Run 1, clock distribution:
(8 px per um)
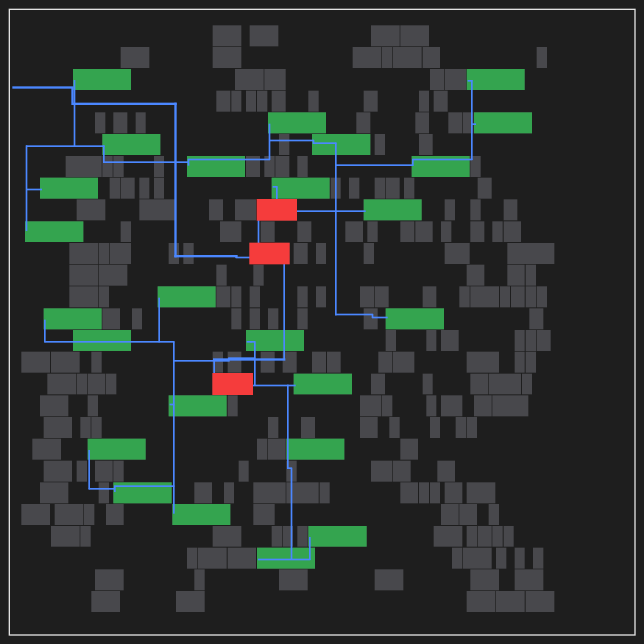
Run 1, I/O pins on the die edge:
(4 px per um) Pins as bars across the die edge, other pins in gray.
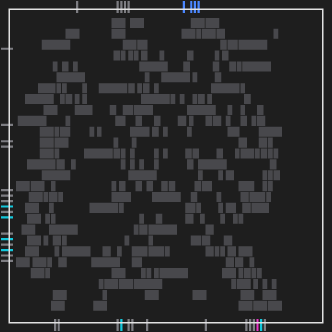
Run 1, cells colored by class:
(4 px per um) Fill, decap, tap and diode cells in gray.
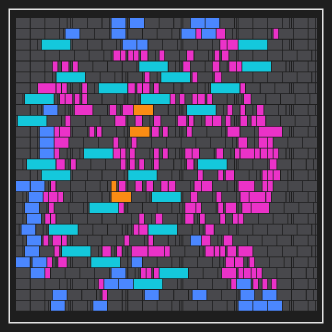
Run 1, clock routing:
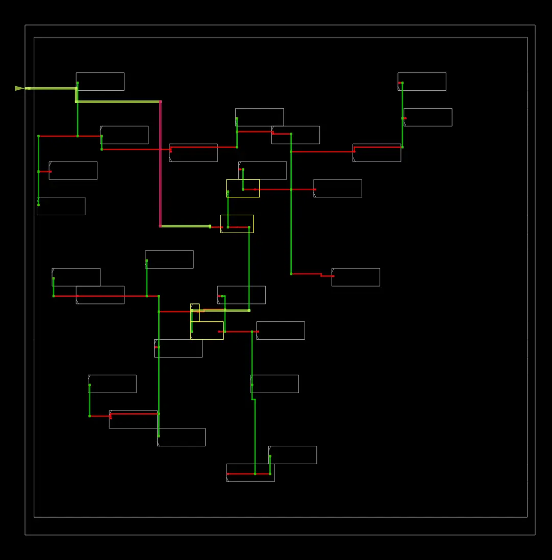
==> src/rtl/vc_arbiter.sv <==
// rtl/vc_arbiter.sv - weighted round-robin arbiter moving words from two VC FIFOs to two destination FIFOs
module vc_arbiter #(
    parameter int data_width = 6                  // word width; msb selects destination (0 = D0, 1 = D1)
) (
    input  logic                  clk,            // single clock
    input  logic                  reset,          // synchronous, active-low
    input  logic                  init,           // 0 = configuration, 1 = run
    input  logic [3:0]            weight_vc0,     // VC0 words per turn (0 treated as 1)
    input  logic [3:0]            weight_vc1,     // VC1 words per turn (0 treated as 1)
    input  logic                  vc0_empty,      // VC0 FIFO empty
    input  logic                  vc1_empty,      // VC1 FIFO empty
    input  logic [data_width-1:0] vc0_data,       // VC0 head word (first-word-fall-through)
    input  logic [data_width-1:0] vc1_data,       // VC1 head word (first-word-fall-through)
    input  logic                  d0_almost_full, // destination 0 almost full
    input  logic                  d1_almost_full, // destination 1 almost full
    output logic                  vc0_pop,        // combinational pop of VC0 head
    output logic                  vc1_pop,        // combinational pop of VC1 head
    output logic                  d0_push,        // registered push into destination 0
    output logic                  d1_push,        // registered push into destination 1
    output logic [data_width-1:0] data_out,       // registered word accompanying the push
    output logic                  idle_out,       // registered: state is IDLE
    output logic                  active_out      // registered: state is ACTIVE
);

    localparam int MSB = data_width - 1;

    typedef enum logic [1:0] {
        ST_INIT   = 2'd0,
        ST_IDLE   = 2'd1,
        ST_ACTIVE = 2'd2
    } state_t;

    state_t                state;
    logic                  cur;        // VC that currently owns the turn
    logic [3:0]            cnt;        // words left in the current turn
    logic [3:0]            w0_q;
    logic [3:0]            w1_q;

    logic                  elig0;
    logic                  elig1;
    logic                  cur_elig;
    logic                  oth_elig;
    logic                  grant;
    logic                  sel;
    logic [3:0]            sel_w;
    logic [3:0]            oth_w;
    logic [3:0]            c_eff;
    logic [3:0]            w0_in;
    logic [3:0]            w1_in;
    logic [data_width-1:0] grant_data;

    always_comb begin
        elig0    = 1'b0;
        elig1    = 1'b0;
        cur_elig = 1'b0;
        oth_elig = 1'b0;
        grant    = 1'b0;
        sel      = 1'b0;
        sel_w    = 4'd1;
        oth_w    = 4'd1;
        c_eff    = 4'd1;
        w0_in    = 4'd1;
        w1_in    = 4'd1;
        grant_data = '0;
        vc0_pop  = 1'b0;
        vc1_pop  = 1'b0;

        // Only the head word is looked at: its destination must have room.
        elig0 = !vc0_empty && !(vc0_data[MSB] ? d1_almost_full : d0_almost_full);
        elig1 = !vc1_empty && !(vc1_data[MSB] ? d1_almost_full : d0_almost_full);

        cur_elig = cur ? elig1 : elig0;
        oth_elig = cur ? elig0 : elig1;

        // Pops are gated by reset so a word is never consumed on an edge that discards it.
        grant = reset && (state != ST_INIT) && (cur_elig || oth_elig);
        sel   = cur_elig ? cur : ~cur;

        sel_w = sel ? w1_q : w0_q;
        oth_w = sel ? w0_q : w1_q;
        // A VC taking over from the other starts a fresh turn at its full weight.
        c_eff = (sel == cur) ? cnt : sel_w;

        grant_data = sel ? vc1_data : vc0_data;
        vc0_pop    = grant && !sel;
        vc1_pop    = grant && sel;

        w0_in = (weight_vc0 == 4'd0) ? 4'd1 : weight_vc0;
        w1_in = (weight_vc1 == 4'd0) ? 4'd1 : weight_vc1;
    end

    always_ff @(posedge clk) begin
        if (!reset) begin
            state      <= ST_INIT;
            cur        <= 1'b0;
            cnt        <= 4'd1;
            w0_q       <= 4'd1;
            w1_q       <= 4'd1;
            data_out   <= '0;
            d0_push    <= 1'b0;
            d1_push    <= 1'b0;
            idle_out   <= 1'b0;
            active_out <= 1'b0;
        end else begin
            d0_push <= grant && !grant_data[MSB];
            d1_push <= grant && grant_data[MSB];
            if (grant) begin
                data_out <= grant_data;
                if (c_eff == 4'd1) begin
                    cur <= ~sel;
                    cnt <= oth_w;
                end else begin
                    cur <= sel;
                    cnt <= c_eff - 4'd1;
                end
            end

            case (state)
                ST_INIT: begin
                    // Run always starts with VC0 owning a full turn.
                    cur <= 1'b0;
                    if (!init) begin
                        w0_q       <= w0_in;
                        w1_q       <= w1_in;
                        cnt        <= w0_in;
                        idle_out   <= 1'b0;
                        active_out <= 1'b0;
                    end else begin
                        state      <= ST_IDLE;
                        cnt        <= w0_q;
                        idle_out   <= 1'b1;
                        active_out <= 1'b0;
                    end
                end
                ST_IDLE, ST_ACTIVE: begin
                    if (!init) begin
                        state      <= ST_INIT;
                        idle_out   <= 1'b0;
                        active_out <= 1'b0;
                    end else if (grant) begin
                        state      <= ST_ACTIVE;
                        idle_out   <= 1'b0;
                        active_out <= 1'b1;
                    end else begin
                        state      <= ST_IDLE;
                        idle_out   <= 1'b1;
                        active_out <= 1'b0;
                    end
                end
                default: begin
                    state      <= ST_INIT;
                    idle_out   <= 1'b0;
                    active_out <= 1'b0;
                end
            endcase
        end
    end

endmodule
==> config.mk <==
export PLATFORM = sky130hd
export DESIGN_NAME = vc_arbiter
export DESIGN_NICKNAME = d
export VERILOG_FILES = /design/src/rtl/vc_arbiter.sv
export SDC_FILE = /design/constraint.sdc
export NUM_CORES = 1
export LEC_CHECK = 0
export ABC_AREA = 1
export CELL_PAD_IN_SITES_DETAIL_PLACEMENT = 0
export CELL_PAD_IN_SITES_GLOBAL_PLACEMENT = 1
export CORE_UTILIZATION = 25
export DETAILED_ROUTE_END_ITERATION = 8
export MAX_ROUTING_LAYER = met4
export PLACE_DENSITY_LB_ADDON = 0.1
export SLEW_MARGIN = 0
export SYNTH_ARGS = -nofsm -noshare
export SYNTH_HDL_FRONTEND = slang
export SYNTH_SLANG_ARGS = --single-unit
==> constraint.sdc <==
create_clock -name clk -period 4.1 [get_ports clk]
set_clock_uncertainty 0.15 [all_clocks]
set_input_delay 0.615 -clock clk [delete_from_list [all_inputs] [get_ports clk]]
set_output_delay 0.615 -clock clk [all_outputs]
set_load 0.03 [all_outputs]
==> ds_physical_params.txt, run 1 <==
Physical design parameters

Parameter                              Value

Worst setup path
  Data required time of the worst path    3.34 ns
  Category of the most critical setup path    in2out
  Cell with the largest stage delay on the worst path    clkdlybuf4s50_1
  Worst-path maximum fanout    13
  Cell with the most instances on the worst path    clkdlybuf4s50_1
  Total stage count of the critical path    6

Final layout
  Proportion of layout cells with a drive suffix above 1    0.127

Die
  Die y size    78.0 um

Placed design
  Placed wire-length estimate after detailed placement    3.09 mm

Drt
  Pre-Repair DR Iteration Count    4
  Average via count per standard cell    4.30

Clocking
  Maximum number of buffers from clock root to sink    2
  Root Driver    clkbuf_8
  Post-CTS Resized    0
  TritonCTS clock tree    done
  Clock slew at reported path FFs    0.09 ns

Pwr
  Pleak    0.802 nW

Global routing
  Total track usage    0.134
  Number of antenna violations at the first check in global routing    0

STA
  Final max-slew violation count    0
  Final TNS setup    0 ns
  Max-slew headroom at the worst pin    0.563

Outcome
  Result of the run    finished clean

Logic synthesis
  Number of unique standard cell types used by synthesis    28
  Post-synthesis register bit count    25
Notes on 'clock distribution' above:
Blue is clock wires, length 339 um. Green is flip-flops, count 25. Red is clock drivers, count 3.
There are 4 routed clock nets.

Notes on 'I/O pins on the die edge' above:
Magenta is d0_almost_full, pins 1, direction input, edge bottom. Blue is weight_vc1, pins 4, direction input, edge top. Cyan is vc1_data, pins 6, direction input, edge 4 left, 2 bottom.
All pins by edge: 16 left, 14 bottom, 9 top.

Notes on 'cells colored by class' above:
Orange is clock drivers and dummy loads, cells 4, share of their area 2.4%. Cyan is flops, cells 25, share of their area 27%. Magenta is combinational and other logic, cells 182, share of their area 49%. Blue is other buffers and delay cells, cells 41, share of their area 22%.

Notes on 'clock routing' above:
Clock group: 0.145 mW
Latency at later pin: 0.27 ns
flop count: 25

run 1: placed cells by master (no fill, tap or decap), drive strengths merged, types with 4 or more instances in the layout:
master         instances
clkdlybuf4s50         38
a21oi                 13
a31oi                  6
nand2                 73
dfxtp                 25
inv                   30
nor2                  15
clkbuf                 4
o21ai                 21
nand3                  9
run 1: Yosys cell counts:
cell	n	share of area
nand3b_1	3	0.016
o31ai_1	1	0.0052
o21ai_1	2	0.0069
a31oi_1	6	0.026
nand2_2	13	0.056
dfxtp_1	25	0.35
clkbuf_1	1	0.0026
nand3_1	6	0.021
o21ai_2	1	0.0061
nor3_1	1	0.0035
a21oi_1	12	0.042
nor2_2	1	0.0043
inv_2	2	0.0052
nand3_2	3	0.021
buf_6	1	0.0078
nor2_1	10	0.026
nand4_1	2	0.0087
inv_1	28	0.073
o211ai_1	2	0.010
o21a_1	1	0.0052
a21oi_4	1	0.011
nand2_1	60	0.16
nor3_2	1	0.0069
o21ai_0	18	0.062
ha_1	3	0.026
nor4_1	1	0.0043
buf_2	3	0.010
nor2_4	4	0.031
run 1: worst register-to-register path, delay by kind of cell, from the launching register on:
kind	cells	cell delay, ns
AND-OR/OR-AND	2	0.22
AND/OR/NAND/NOR	3	0.59
adder cells (fa/ha/maj)	1	0.24
buffers and inverters	4	0.49
flip-flops	1	0.34
run 1: state kept, by name, indices dropped and copies added (netlist names):
register and count:
w0_q 4, d1_push 1, cur 1, idle_out 1, data_out 6, state 2, d0_push 1, w1_q 4
cnt 4, active_out 1
run 1: final cells by class:
| class | count | area, um^2 |
|---|---|---|
| fill | 632 | 3590 |
| clock buffer | 4 | 45.0 |
| sequential | 25 | 500 |
| inverter | 30 | 113 |
| tap | 72 | 90.1 |
| timing repair buffer | 41 | 403 |
| multi-input combinational | 152 | 802 |
run 1: path summary, 6_finish.rpt:
| path | from | end |
|---|---|---|
| min | w1_q[3] | w1_q[3] |
| max | reset | vc0_pop |
| min reg2reg | w1_q[3] | w1_q[3] |
| max reg2reg | state[0] | cnt[2] |
run 1: layer usage:
metal | GRT usage | routed length, um | part of all wire | vias up
li1 | - | - | - | 764
met1 | 0.179 | 1940 | 0.52 | 607
met2 | 0.213 | 1700 | 0.45 | 20
met3 | 0.0174 | 87 | 0.023 | 2
met4 | 0.0333 | 19 | 0.0051 | 0
met5 | - | 0 | 0 | -
run 1: power breakdown:
group          switching [mW]  internal [mW]
combinational          0.0990         0.0723
sequential            0.00832          0.259
clock                  0.0753         0.0694
run 1: cell families after synthesis:
kind of cell | share of synthesized area
simple gates | 0.354
compound gates | 0.175
buf+inv | 0.0987
flops | 0.346
fa+ha+maj | 0.0260
run 1: through the flow:
step	utilization	hold slack, ns	cells
detailed placement	0.344	0.331	320
finish	0.353	0.340	324
global placement	0.344	0.329	320
floorplan	-	0.289	212
global route	0.353	0.364	324
CTS	0.353	0.344	324
==> run 2: changes to the inputs <==
- clock period: 4.1 -> 3.31 ns (I/O delays scaled with it)
==> run 2 against run 1 <==
Effect of this change: worst setup slack worse by 0.13 ns; flip-flop count is the same; largest power group unchanged; synthesized cell count did not move.
==> ds_physical_params.txt, run 2 <==
Physical design parameters

Parameter                              Value

Outcome
  Result of the run    finished clean

Logic synthesis
  Post-synthesis net count    242
  Cell type with the highest aggregate area in the netlist    dfxtp_1
  Number of enable flip-flop cells    0 (unchanged)
  Number of unique standard cell types used by synthesis    28 (unchanged)
  Post-synthesis register bit count    25 (unchanged)
  Dominant cell area share    0.346 (unchanged)
  Post-synthesis cell type with the largest instance count    nand2_1
  Top cells by area    dfxtp_1, nand2_1, inv_1
  Dominant Register Cell    dfxtp_1

Placed design
  Placed wire-length estimate after detailed placement    3.11 mm (+0.52%)

Drt
  DRC violations left    0

STA
  Final TNS setup    0 ns (unchanged)
  Max-slew headroom at the worst pin    0.553 (-0.0105)
  Final max-slew violation count    0 (unchanged)

Final layout
  Leading cell type in the layout, fill and taps excluded    nand2_1
  Max reg flops    6 (unchanged)
  Tally of filler cells in the layout    610 (-3.5%)
  Top register by number of flip-flops    data_out
  Proportion of layout cells with a drive suffix above 1    0.135 (+0.00847)
  Comb gate area    802 um^2 (unchanged)
  Fin util    0.350 (-0.00203)
  Dominant logic cell types in the final layout    nand2_1, clkdlybuf4s50_1, inv_1

Worst setup path
  Worst-path maximum fanout    12 (-1)
  Category of the most critical setup path    in2out
  Endpoint of the lowest-slack register-to-register path    cnt[2]
  Worst R2R Start    state[0]
  Cell with the largest stage delay on the worst path    clkdlybuf4s50_1
  Cell with the most instances on the worst path    nand2_1

Global routing
  Number of antenna violations at the first check in global routing    0 (unchanged)
  Global-route wire length before repair    6.20 mm
  Total track usage    0.133 (-0.000152)

Clocking
  Maximum number of buffers from clock root to sink    2 (unchanged)
  TritonCTS clock tree    done
  Post-CTS Resized    0 (unchanged)
  Latency at later pin    0.27 ns (about the same)

Min path
  Hold path startpoint    w0_q[3]

Pwr
  Pleak    0.805 nW (+0.35%)
[run 2: final cells by class]
type	count	area share
well taps	72	0.0464
flip-flops and latches	25	0.258
repair buffers	40	0.201
multi-input cells	152	0.413
clock buffers	3	0.0213
clock inverters	1	0.00258
inverters	30	0.0580
[run 2: report_power, final]
part	switching [mW]	internal, mW	leakage, nW	total, mW
logic	0.122	0.0880	0.574	0.210
registers	0.0111	0.321	0.205	0.332
clock network	0.101	0.0843	0.0255	0.185
[run 2: critical path: cells and delay by family]
family	cells	cell delay (ns)
buffers and inverters	3	0.74
and+or+nand+nor	5	0.85
[run 2: worst max path at each step]
| stage | startpoint | endpoint | depth (start not counted) |
|---|---|---|---|
| 2_1_floorplan | reset | vc1_pop | 6 |
| 3_3_place_gp | reset | vc0_pop | 6 |
| 3_5_place_dp | reset | vc0_pop | 6 |
| 4_1_cts | reset | vc0_pop | 6 |
| 5_1_grt | state[0] | vc0_pop | 6 |
| 6_report | vc1_data[5] | vc1_pop | 8 |
[run 2: cell families (layout without fill, tap and decap cells)]
kind of cell	count (synthesis)	count (layout)	share of synthesized area
AND/OR/NAND/NOR	105	105	0.354
AND-OR/OR-AND	44	44	0.175
buffers and inverters	35	74	0.0987
flip-flops	25	25	0.346
adder cells (fa/ha/maj)	3	3	0.0260
[run 2: per-layer routing]
layer  vias up  global-route usage  wire length (um)
li1        761                   -                 -
met1       598               0.169              1890
met2        21               0.223              1760
met3         4              0.0209                92
met4         0              0.0333                34
met5         -                   -                 0
[run 2: through the flow]
step	cells	area, um^2	hold slack [ns]	power (mW)
finish	323	1940	0.339	0.728
CTS	323	1940	0.343	0.738
detailed placement	319	1900	0.326	0.552
floorplan	212	1450	0.289	0.476
global placement	319	1900	0.323	0.557
global route	323	1940	0.366	0.778
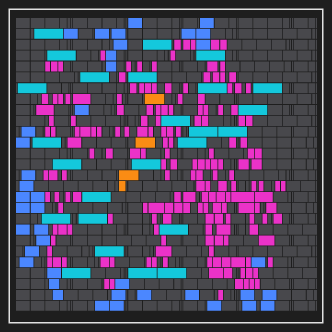
Run 2: cells colored by class
(4 px per um) Fill, decap, tap and diode cells in gray.
Magenta is combinational and other logic, cells 182, share of their area 49%. Cyan is flops, cells 25, share of their area 27%. Orange is clock drivers and dummy loads, cells 4, share of their area 2.5%. Blue is other buffers and delay cells, cells 40, share of their area 21%.

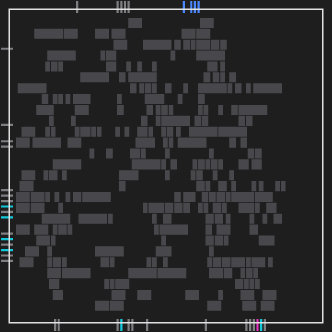
Run 2: I/O pins on the die edge
(4 px per um) Pins as bars across the die edge, other pins in gray.
Cyan is vc1_data, pins 6, direction input, edge 4 left, 2 bottom. Magenta is d0_almost_full, pins 1, direction input, edge bottom. Blue is weight_vc1, pins 4, direction input, edge top.
All pins by edge: 16 left, 14 bottom, 9 top.
die y size: 78.0 um
x dimension of the die: 78.0 um
PortBufs: 38

==> run 3: changes to the inputs <==
- clock period: 3.31 -> 2.35 ns (I/O delays scaled with it)
==> run 3 against run 2 <==
Effect of this change: clock power increased by 43%; final area increased by 4.3%; non-clock buffer count increased by 10; clock-buffer cell count unchanged; final cell count increased by 3.1%; sequential power increased by 41%; register-to-register slack got worse by 0.70 ns; critical path type unchanged; critical endpoint is now vc0_pop; highest routed layer unchanged.
==> ds_physical_params.txt, run 3 <==
Physical design parameters

Parameter                              Value

Outcome
  Result of the run    finished clean

Logic synthesis
  Post-synthesis register bit count    25 (unchanged)
  Post-synthesis cell type with the largest instance count    nand2_1
  Post-synthesis net count    242 (unchanged)

Die
  Die y size    78.0 um (unchanged)
  X dimension of the die    78.0 um (unchanged)

Pwr
  P_int    0.710 mW (+44%)
  Switching power as a share of total power    0.324 (+0.00188)

Final layout
  Leading cell type in the layout, fill and taps excluded    nand2_1
  Tally of filler cells in the layout    620 (+1.6%)
  Cell Count, Final, Fillers Out    333 (+3.1%)
  Dominant logic cell types in the final layout    nand2_1, clkdlybuf4s50_1, inv_1

Clocking
  Maximum number of buffers from clock root to sink    2 (unchanged)
  Post-CTS Resized    0 (unchanged)

Drt
  DRC violations left    0 (unchanged)

Placed design
  Inst Count DP    329 (+3.1%)
  PortBufs    38 (unchanged)
  Placed wire-length estimate after detailed placement    3.18 mm (+2.5%)

STA
  Max-slew headroom at the worst pin    0.790 (+0.238)
  Final TNS setup    0 ns (unchanged)

Worst setup path
  Cell with the most instances on the worst path    nand2_2

Global routing
  Total track usage    0.145 (+0.0118)
## run 3: netlist changes by cell type in the layout (fill, tap and decap cells not counted)
cell / change
nand2_1: -1
buf_4: +10
nand2_4: +1
## run 3: power groups by stage
stage | Sequential [mW] | Combinational (mW) | Clock (mW)
detailed placement | 0.477 | 0.320 | 0
CTS | 0.467 | 0.321 | 0.278
floorplan | 0.485 | 0.185 | 0
global route | 0.471 | 0.362 | 0.295
finish | 0.467 | 0.319 | 0.264
global placement | 0.477 | 0.326 | 0
## run 3: layout make-up
class,instances,area [um^2],share of cell area
multi-input cells,152,810,0.400
flip-flops and latches,25,500,0.247
repair buffers,50,465,0.230
inverters,30,113,0.0556
well taps,72,90.1,0.0445
clock buffers,3,41.3,0.0204
clock inverters,1,5.00,0.00247
## run 3: worst paths after layout
path	from	end	cells past startpoint
max	vc0_data[5]	vc0_pop	9
min	cnt[0]	cnt[0]	2
max reg2reg	state[0]	cnt[2]	9
min reg2reg	cnt[0]	cnt[0]	2
## run 3: kinds of logic after synthesis
group | synth area share
fa+ha+maj | 0.0260
compound gates | 0.175
flops | 0.346
buf+inv | 0.0987
simple gates | 0.354
## run 3: stage by stage
step	worst slack (ns)	hold slack (ns)	cell area [um^2]	total power, mW
after global routing	0.0113	0.366	2020	1.13
after CTS	0.0457	0.332	2020	1.07
after global placement	0.0212	0.306	1970	0.803
final	0.126	0.326	2020	1.05
after detailed placement	0.0281	0.309	1970	0.796
after floorplan	0.558	0.289	1450	0.670
## run 3: worst max-delay path: cells and delay by family
kind | cells | cell delay, ns
buffers and inverters | 4 | 0.89
and+or+nand+nor | 5 | 0.48
## run 3: routing by layer
metal  up-vias  GRT usage  wire length [um]
met3         5     0.0140                92
met4         0     0.0481                49
met5         -          -                 0
met2        21      0.224              1800
met1       638      0.199              1980
li1        780          -                 -
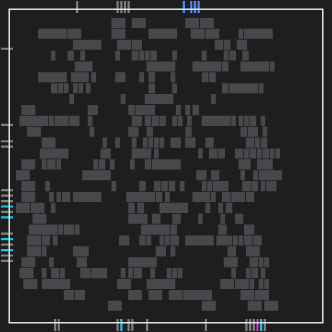
Run 3: I/O pins on the die edge
(4 px per um) Pins as bars across the die edge, other pins in gray.
Blue is weight_vc1, pins 4, direction input, edge top. Magenta is d0_almost_full, pins 1, direction input, edge bottom. Cyan is vc1_data, pins 6, direction input, edge 4 left, 2 bottom.
All pins by edge: 16 left, 14 bottom, 9 top.

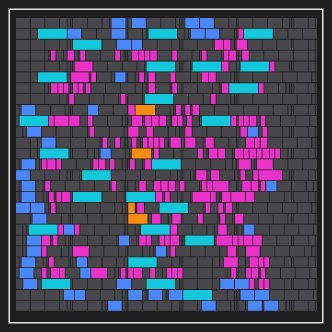
Run 3: cells colored by class
(4 px per um) Fill, decap, tap and diode cells in gray.
Magenta is combinational and other logic, cells 182, share of their area 48%. Blue is other buffers and delay cells, cells 50, share of their area 24%. Orange is clock drivers and dummy loads, cells 4, share of their area 2.4%. Cyan is flops, cells 25, share of their area 26%.
total number of placement rows: 27
fin util: 0.365
flip-flop and latch share of the layout cell area: 0.247
post-route standard cell area excluding fillers: 2020 um^2

Power and IR drop assume default switching activity.
